## src/rtl/othello_pkg.sv

```systemverilog
// Shared definitions for the Othello board controller slice.
// Holds the controller state encoding, direction codes, the default cell
// size and the board dimension.
package othello_pkg;

    localparam int unsigned CELL_DEFAULT = 12;
    localparam int unsigned BOARD_DIM    = 8;

    typedef enum logic [1:0] {
        UP    = 2'd0,
        DOWN  = 2'd1,
        LEFT  = 2'd2,
        RIGHT = 2'd3
    } dir_t;

    typedef enum logic [3:0] {
        IDLE       = 4'd0,
        MOVE       = 4'd1,
        SETTLE     = 4'd2,
        ERASE      = 4'd3,
        BOX        = 4'd4,
        PLACE_CHK  = 4'd5,
        PLACE_DRAW = 4'd6,
        TURN       = 4'd7,
        RELEASE    = 4'd8
    } state_t;

endpackage

```

## src/rtl/board_control_if.sv

```systemverilog
// Controller <-> board datapath / VGA write port bundle.
//   x, y          : current cursor cell from the datapath
//   move_*        : one-shot move commands to the datapath
//   plot_empty    : erase the old cell (background colour)
//   plot_box      : draw the cursor box
//   place_disk    : draw the player's disk
//   turn_side     : swap the active player
//   plot          : VGA write enable
//   off_x, off_y  : pixel offset inside the cell being drawn
// master = controller side, slave = datapath side.
interface board_control_if;
    logic [2:0] x;
    logic [2:0] y;
    logic       move_up;
    logic       move_down;
    logic       move_left;
    logic       move_right;
    logic       plot_empty;
    logic       plot_box;
    logic       place_disk;
    logic       turn_side;
    logic       plot;
    logic [3:0] off_x;
    logic [3:0] off_y;

    modport master (
        input  x, y,
        output move_up, move_down, move_left, move_right,
        output plot_empty, plot_box, place_disk, turn_side,
        output plot, off_x, off_y
    );

    modport slave (
        output x, y,
        input  move_up, move_down, move_left, move_right,
        input  plot_empty, plot_box, place_disk, turn_side,
        input  plot, off_x, off_y
    );
endinterface

```

## src/rtl/cell_scanner.sv

```systemverilog
// Row-major pixel scan over a CELL x CELL square, x fastest.
//   clock, resetn : clock and asynchronous active-high reset
//   start         : (re)start the scan at (0,0) on the next edge
//   plot          : high while a pixel offset is being presented
//   off_x, off_y  : current pixel offset
//   done          : high during the last pixel (CELL-1, CELL-1)
// A start during the last pixel restarts seamlessly, so two phases can
// be drawn back to back without a gap.
module cell_scanner
    import othello_pkg::*;
#(
    parameter int unsigned CELL = CELL_DEFAULT
) (
    input  logic       clock,
    input  logic       resetn,
    input  logic       start,
    output logic       plot,
    output logic [3:0] off_x,
    output logic [3:0] off_y,
    output logic       done
);
    localparam logic [3:0] LAST = 4'(CELL - 1);

    assign done = plot && (off_x == LAST) && (off_y == LAST);

    always_ff @(posedge clock or posedge resetn) begin
        if (resetn) begin
            plot  <= 1'b0;
            off_x <= '0;
            off_y <= '0;
        end else if (start) begin
            plot  <= 1'b1;
            off_x <= '0;
            off_y <= '0;
        end else if (plot) begin
            if (off_x == LAST) begin
                off_x <= '0;
                if (off_y == LAST) begin
                    off_y <= '0;
                    plot  <= 1'b0;
                end else begin
                    off_y <= off_y + 4'd1;
                end
            end else begin
                off_x <= off_x + 4'd1;
            end
        end
    end
endmodule

```

## src/rtl/board_control.sv

```systemverilog
// Sequencing FSM for the Othello board datapath.
//   clock, resetn         : clock and asynchronous active-high reset
//   key_up/down/left/right: level-held direction keys
//   key_place             : level-held place key
//   dp (master)           : cursor in, move/draw commands and VGA port out
//   reject                : one-cycle pulse when placing on a filled cell
//   busy                  : high whenever the FSM is not idle
// Each held key yields exactly one operation; RELEASE waits for all keys
// to be released before accepting another.
module board_control
    import othello_pkg::*;
#(
    parameter int unsigned CELL      = CELL_DEFAULT,
    parameter int unsigned MOVE_HOLD = 2
) (
    input  logic             clock,
    input  logic             resetn,
    input  logic             key_up,
    input  logic             key_down,
    input  logic             key_left,
    input  logic             key_right,
    input  logic             key_place,
    board_control_if.master  dp,
    output logic             reject,
    output logic             busy
);
    localparam int unsigned    HW        = (MOVE_HOLD > 1) ? $clog2(MOVE_HOLD) : 1;
    localparam logic [HW-1:0]  HOLD_LAST = HW'(MOVE_HOLD - 1);

    state_t                         state;
    dir_t                           dir;
    dir_t                           next_dir;
    logic [HW-1:0]                  hold_cnt;
    logic                           move_on;
    logic                           plot_empty_r;
    logic                           plot_box_r;
    logic                           place_disk_r;
    logic                           turn_side_r;
    logic [BOARD_DIM*BOARD_DIM-1:0] occ;
    logic [5:0]                     cell_idx;
    logic                           cell_full;
    logic                           any_dir;
    logic                           any_key;
    logic                           scan_start;
    logic                           scan_plot;
    logic                           scan_done;
    logic [3:0]                     scan_x;
    logic [3:0]                     scan_y;

    assign cell_idx  = {dp.y, dp.x};
    assign cell_full = occ[cell_idx];
    assign any_dir   = key_up | key_down | key_left | key_right;
    assign any_key   = any_dir | key_place;

    always_comb begin
        next_dir = RIGHT;
        if (key_up)        next_dir = UP;
        else if (key_down) next_dir = DOWN;
        else if (key_left) next_dir = LEFT;
    end

    // The scanner is kicked one cycle ahead of each draw phase so its
    // first pixel lines up with the registered phase flag.
    assign scan_start = (state == SETTLE)
                      || ((state == ERASE) && scan_done)
                      || ((state == PLACE_CHK) && !cell_full);

    cell_scanner #(.CELL(CELL)) u_scan (
        .clock  (clock),
        .resetn (resetn),
        .start  (scan_start),
        .plot   (scan_plot),
        .off_x  (scan_x),
        .off_y  (scan_y),
        .done   (scan_done)
    );

    always_ff @(posedge clock or posedge resetn) begin
        if (resetn) begin
            state        <= IDLE;
            dir          <= UP;
            hold_cnt     <= '0;
            move_on      <= 1'b0;
            plot_empty_r <= 1'b0;
            plot_box_r   <= 1'b0;
            place_disk_r <= 1'b0;
            turn_side_r  <= 1'b0;
            reject       <= 1'b0;
            occ          <= '0;
        end else begin
            reject <= 1'b0;
            case (state)
                IDLE: begin
                    if (key_place) begin
                        state <= PLACE_CHK;
                    end else if (any_dir) begin
                        state    <= MOVE;
                        dir      <= next_dir;
                        hold_cnt <= '0;
                        move_on  <= 1'b1;
                    end
                end
                MOVE: begin
                    if (hold_cnt == HOLD_LAST) begin
                        move_on <= 1'b0;
                        state   <= SETTLE;
                    end else begin
                        hold_cnt <= hold_cnt + HW'(1);
                    end
                end
                SETTLE: begin
                    plot_empty_r <= 1'b1;
                    state        <= ERASE;
                end
                ERASE: begin
                    if (scan_done) begin
                        plot_empty_r <= 1'b0;
                        plot_box_r   <= 1'b1;
                        state        <= BOX;
                    end
                end
                BOX: begin
                    if (scan_done) begin
                        plot_box_r <= 1'b0;
                        state      <= RELEASE;
                    end
                end
                PLACE_CHK: begin
                    if (cell_full) begin
                        reject <= 1'b1;
                        state  <= RELEASE;
                    end else begin
                        occ[cell_idx] <= 1'b1;
                        place_disk_r  <= 1'b1;
                        state         <= PLACE_DRAW;
                    end
                end
                PLACE_DRAW: begin
                    if (scan_done) begin
                        place_disk_r <= 1'b0;
                        turn_side_r  <= 1'b1;
                        state        <= TURN;
                    end
                end
                TURN: begin
                    turn_side_r <= 1'b0;
                    state       <= RELEASE;
                end
                RELEASE: begin
                    if (!any_key) state <= IDLE;
                end
                default: state <= IDLE;
            endcase
        end
    end

    assign busy          = (state != IDLE);
    assign dp.move_up    = move_on && (dir == UP);
    assign dp.move_down  = move_on && (dir == DOWN);
    assign dp.move_left  = move_on && (dir == LEFT);
    assign dp.move_right = move_on && (dir == RIGHT);
    assign dp.plot_empty = plot_empty_r;
    assign dp.plot_box   = plot_box_r;
    assign dp.place_disk = place_disk_r;
    assign dp.turn_side  = turn_side_r;
    assign dp.plot       = scan_plot;
    assign dp.off_x      = scan_x;
    assign dp.off_y      = scan_y;
endmodule

```

## src/flat_wrapper.sv

```systemverilog
// flat-port wrapper written by rule: the top's interface ports become plain ports
module board_control_flat import othello_pkg::*;
#(
    parameter int unsigned CELL      = CELL_DEFAULT,
    parameter int unsigned MOVE_HOLD = 2
)
  (clock, resetn, key_up, key_down, key_left, key_right, key_place, reject, busy, dp_x, dp_y, dp_move_up, dp_move_down, dp_move_left, dp_move_right, dp_plot_empty, dp_plot_box, dp_place_disk, dp_turn_side, dp_plot, dp_off_x, dp_off_y);
  board_control_if dp_i ();
  input  logic clock;
  input  logic resetn;
  input  logic key_up;
  input  logic key_down;
  input  logic key_left;
  input  logic key_right;
  input  logic key_place;
  output logic reject;
  output logic busy;
  input wire logic [$bits(dp_i.x)-1:0] dp_x;
  input wire logic [$bits(dp_i.y)-1:0] dp_y;
  output wire logic [$bits(dp_i.move_up)-1:0] dp_move_up;
  output wire logic [$bits(dp_i.move_down)-1:0] dp_move_down;
  output wire logic [$bits(dp_i.move_left)-1:0] dp_move_left;
  output wire logic [$bits(dp_i.move_right)-1:0] dp_move_right;
  output wire logic [$bits(dp_i.plot_empty)-1:0] dp_plot_empty;
  output wire logic [$bits(dp_i.plot_box)-1:0] dp_plot_box;
  output wire logic [$bits(dp_i.place_disk)-1:0] dp_place_disk;
  output wire logic [$bits(dp_i.turn_side)-1:0] dp_turn_side;
  output wire logic [$bits(dp_i.plot)-1:0] dp_plot;
  output wire logic [$bits(dp_i.off_x)-1:0] dp_off_x;
  output wire logic [$bits(dp_i.off_y)-1:0] dp_off_y;
  assign dp_i.x = dp_x;
  assign dp_i.y = dp_y;
  assign dp_move_up = dp_i.move_up;
  assign dp_move_down = dp_i.move_down;
  assign dp_move_left = dp_i.move_left;
  assign dp_move_right = dp_i.move_right;
  assign dp_plot_empty = dp_i.plot_empty;
  assign dp_plot_box = dp_i.plot_box;
  assign dp_place_disk = dp_i.place_disk;
  assign dp_turn_side = dp_i.turn_side;
  assign dp_plot = dp_i.plot;
  assign dp_off_x = dp_i.off_x;
  assign dp_off_y = dp_i.off_y;
  board_control #(.CELL(CELL), .MOVE_HOLD(MOVE_HOLD)) u_core (.clock(clock), .resetn(resetn), .key_up(key_up), .key_down(key_down), .key_left(key_left), .key_right(key_right), .key_place(key_place), .dp(dp_i), .reject(reject), .busy(busy));
endmodule
```

## config.mk

```make
export PLATFORM = sky130hd
export DESIGN_NAME = board_control_flat
export DESIGN_NICKNAME = d
export VERILOG_FILES = /design/src/rtl/othello_pkg.sv /design/src/rtl/board_control_if.sv /design/src/rtl/cell_scanner.sv /design/src/rtl/board_control.sv /design/src/flat_wrapper.sv
export SDC_FILE = /design/constraint.sdc
export NUM_CORES = 1
export LEC_CHECK = 0
export CAP_MARGIN = 20
export CORE_UTILIZATION = 53
export CTS_BUF_LIST = sky130_fd_sc_hd__clkbuf_8
export CTS_CLUSTER_DIAMETER = 200
export CTS_CLUSTER_SIZE = 16
export DETAILED_ROUTE_END_ITERATION = 10
export GPL_ROUTABILITY_DRIVEN = 1
export PLACE_DENSITY = 0.75
export SYNTH_ARGS = -nofsm -noshare
export SYNTH_HDL_FRONTEND = slang
export SYNTH_SLANG_ARGS = --single-unit
```

## constraint.sdc

```tcl
create_clock -name clock -period 3.9 [get_ports clock]
set_clock_uncertainty 0.05 [all_clocks]
set_input_delay 1.17 -clock clock [delete_from_list [all_inputs] [get_ports clock]]
set_output_delay 1.17 -clock clock [all_outputs]
set_load 0.02 [all_outputs]
```

==> results.json <==
{
  "status": "completed",
  "fp_nets": 426,
  "largest_reg_flops": 64,
  "inv_count": 10,
  "hold_viol": 0,
  "pwr-share-comb": 0.301,
  "ys_sh_simple": 0.169,
  "seq_cells": 86,
  "vias": 3422,
  "rsz0062_at_grt": "no",
  "logic_gate_count": 289,
  "post-route-period-util": 0.878,
  "synth_flops": 86,
  "cts_hold_buf": 0,
  "final_cell_count_no_fill": 554,
  "placed_area_um2": 4860,
  "grt_pass1_wl_um": 16900,
  "grt_use_total": 0.254,
  "setup_viol": 0,
  "numCtsBuffers": 9,
  "portBuffers": 31,
  "use_met2": 0.386,
  "warnings": 26,
  "n_fill_cell": 663,
  "edf_count": 0,
  "finalCriticalPeriod_ps": 3420,
  "gp_congestion": 0.918,
  "nWellTaps": 102,
  "grt_max_degree": 39,
  "drt_iter0_drc": 273,
  "placed_cells": 538
}
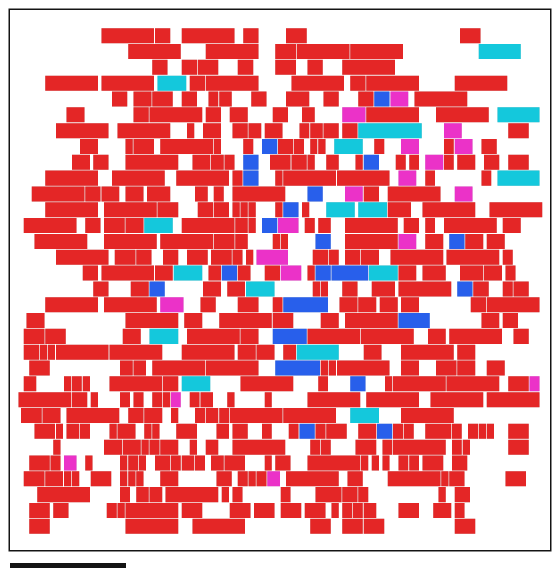
(images/sizing.png)
The bar under the picture is 20 um long.
- magenta: x2 (cells 18)
- cyan: x6 and larger (cells 16)
- blue: x3 and x4 (cells 22)
- red: x1 and smaller (cells 396)
fin area: 5060 um2
Setup WS post-layout: 478 ps

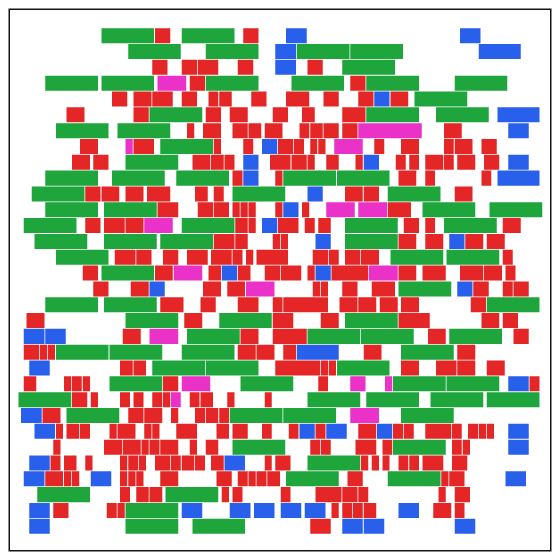
(images/class_map.png)
- red: remaining logic cells (cells 299)
- blue: remaining buffers and delay cells (cells 51)
- green: sequential cells (cells 86)
- magenta: clock drivers and dummy loads (cells 16)
Final Util: 0.644
Core ar.: 7850 um2
Seq area share: 0.426

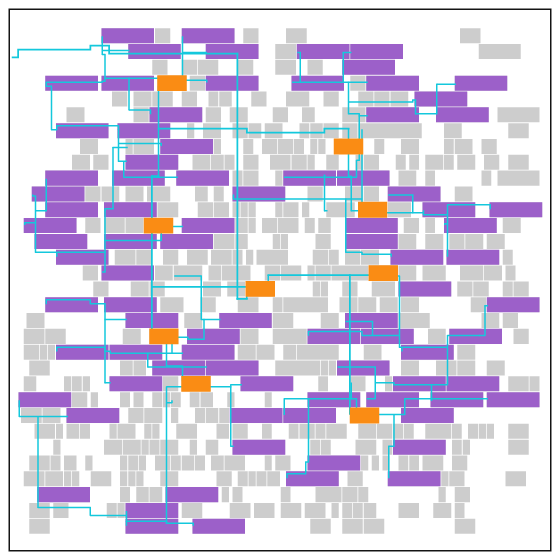
(images/clock_wires.png)
- purple: flip-flops (count 86)
- cyan: clock wires (length 1010 um)
- orange: clock-net drivers (count 9)
- flops lie: widely spread

Power figures rest on the tool's default switching activity, not on a simulated workload.
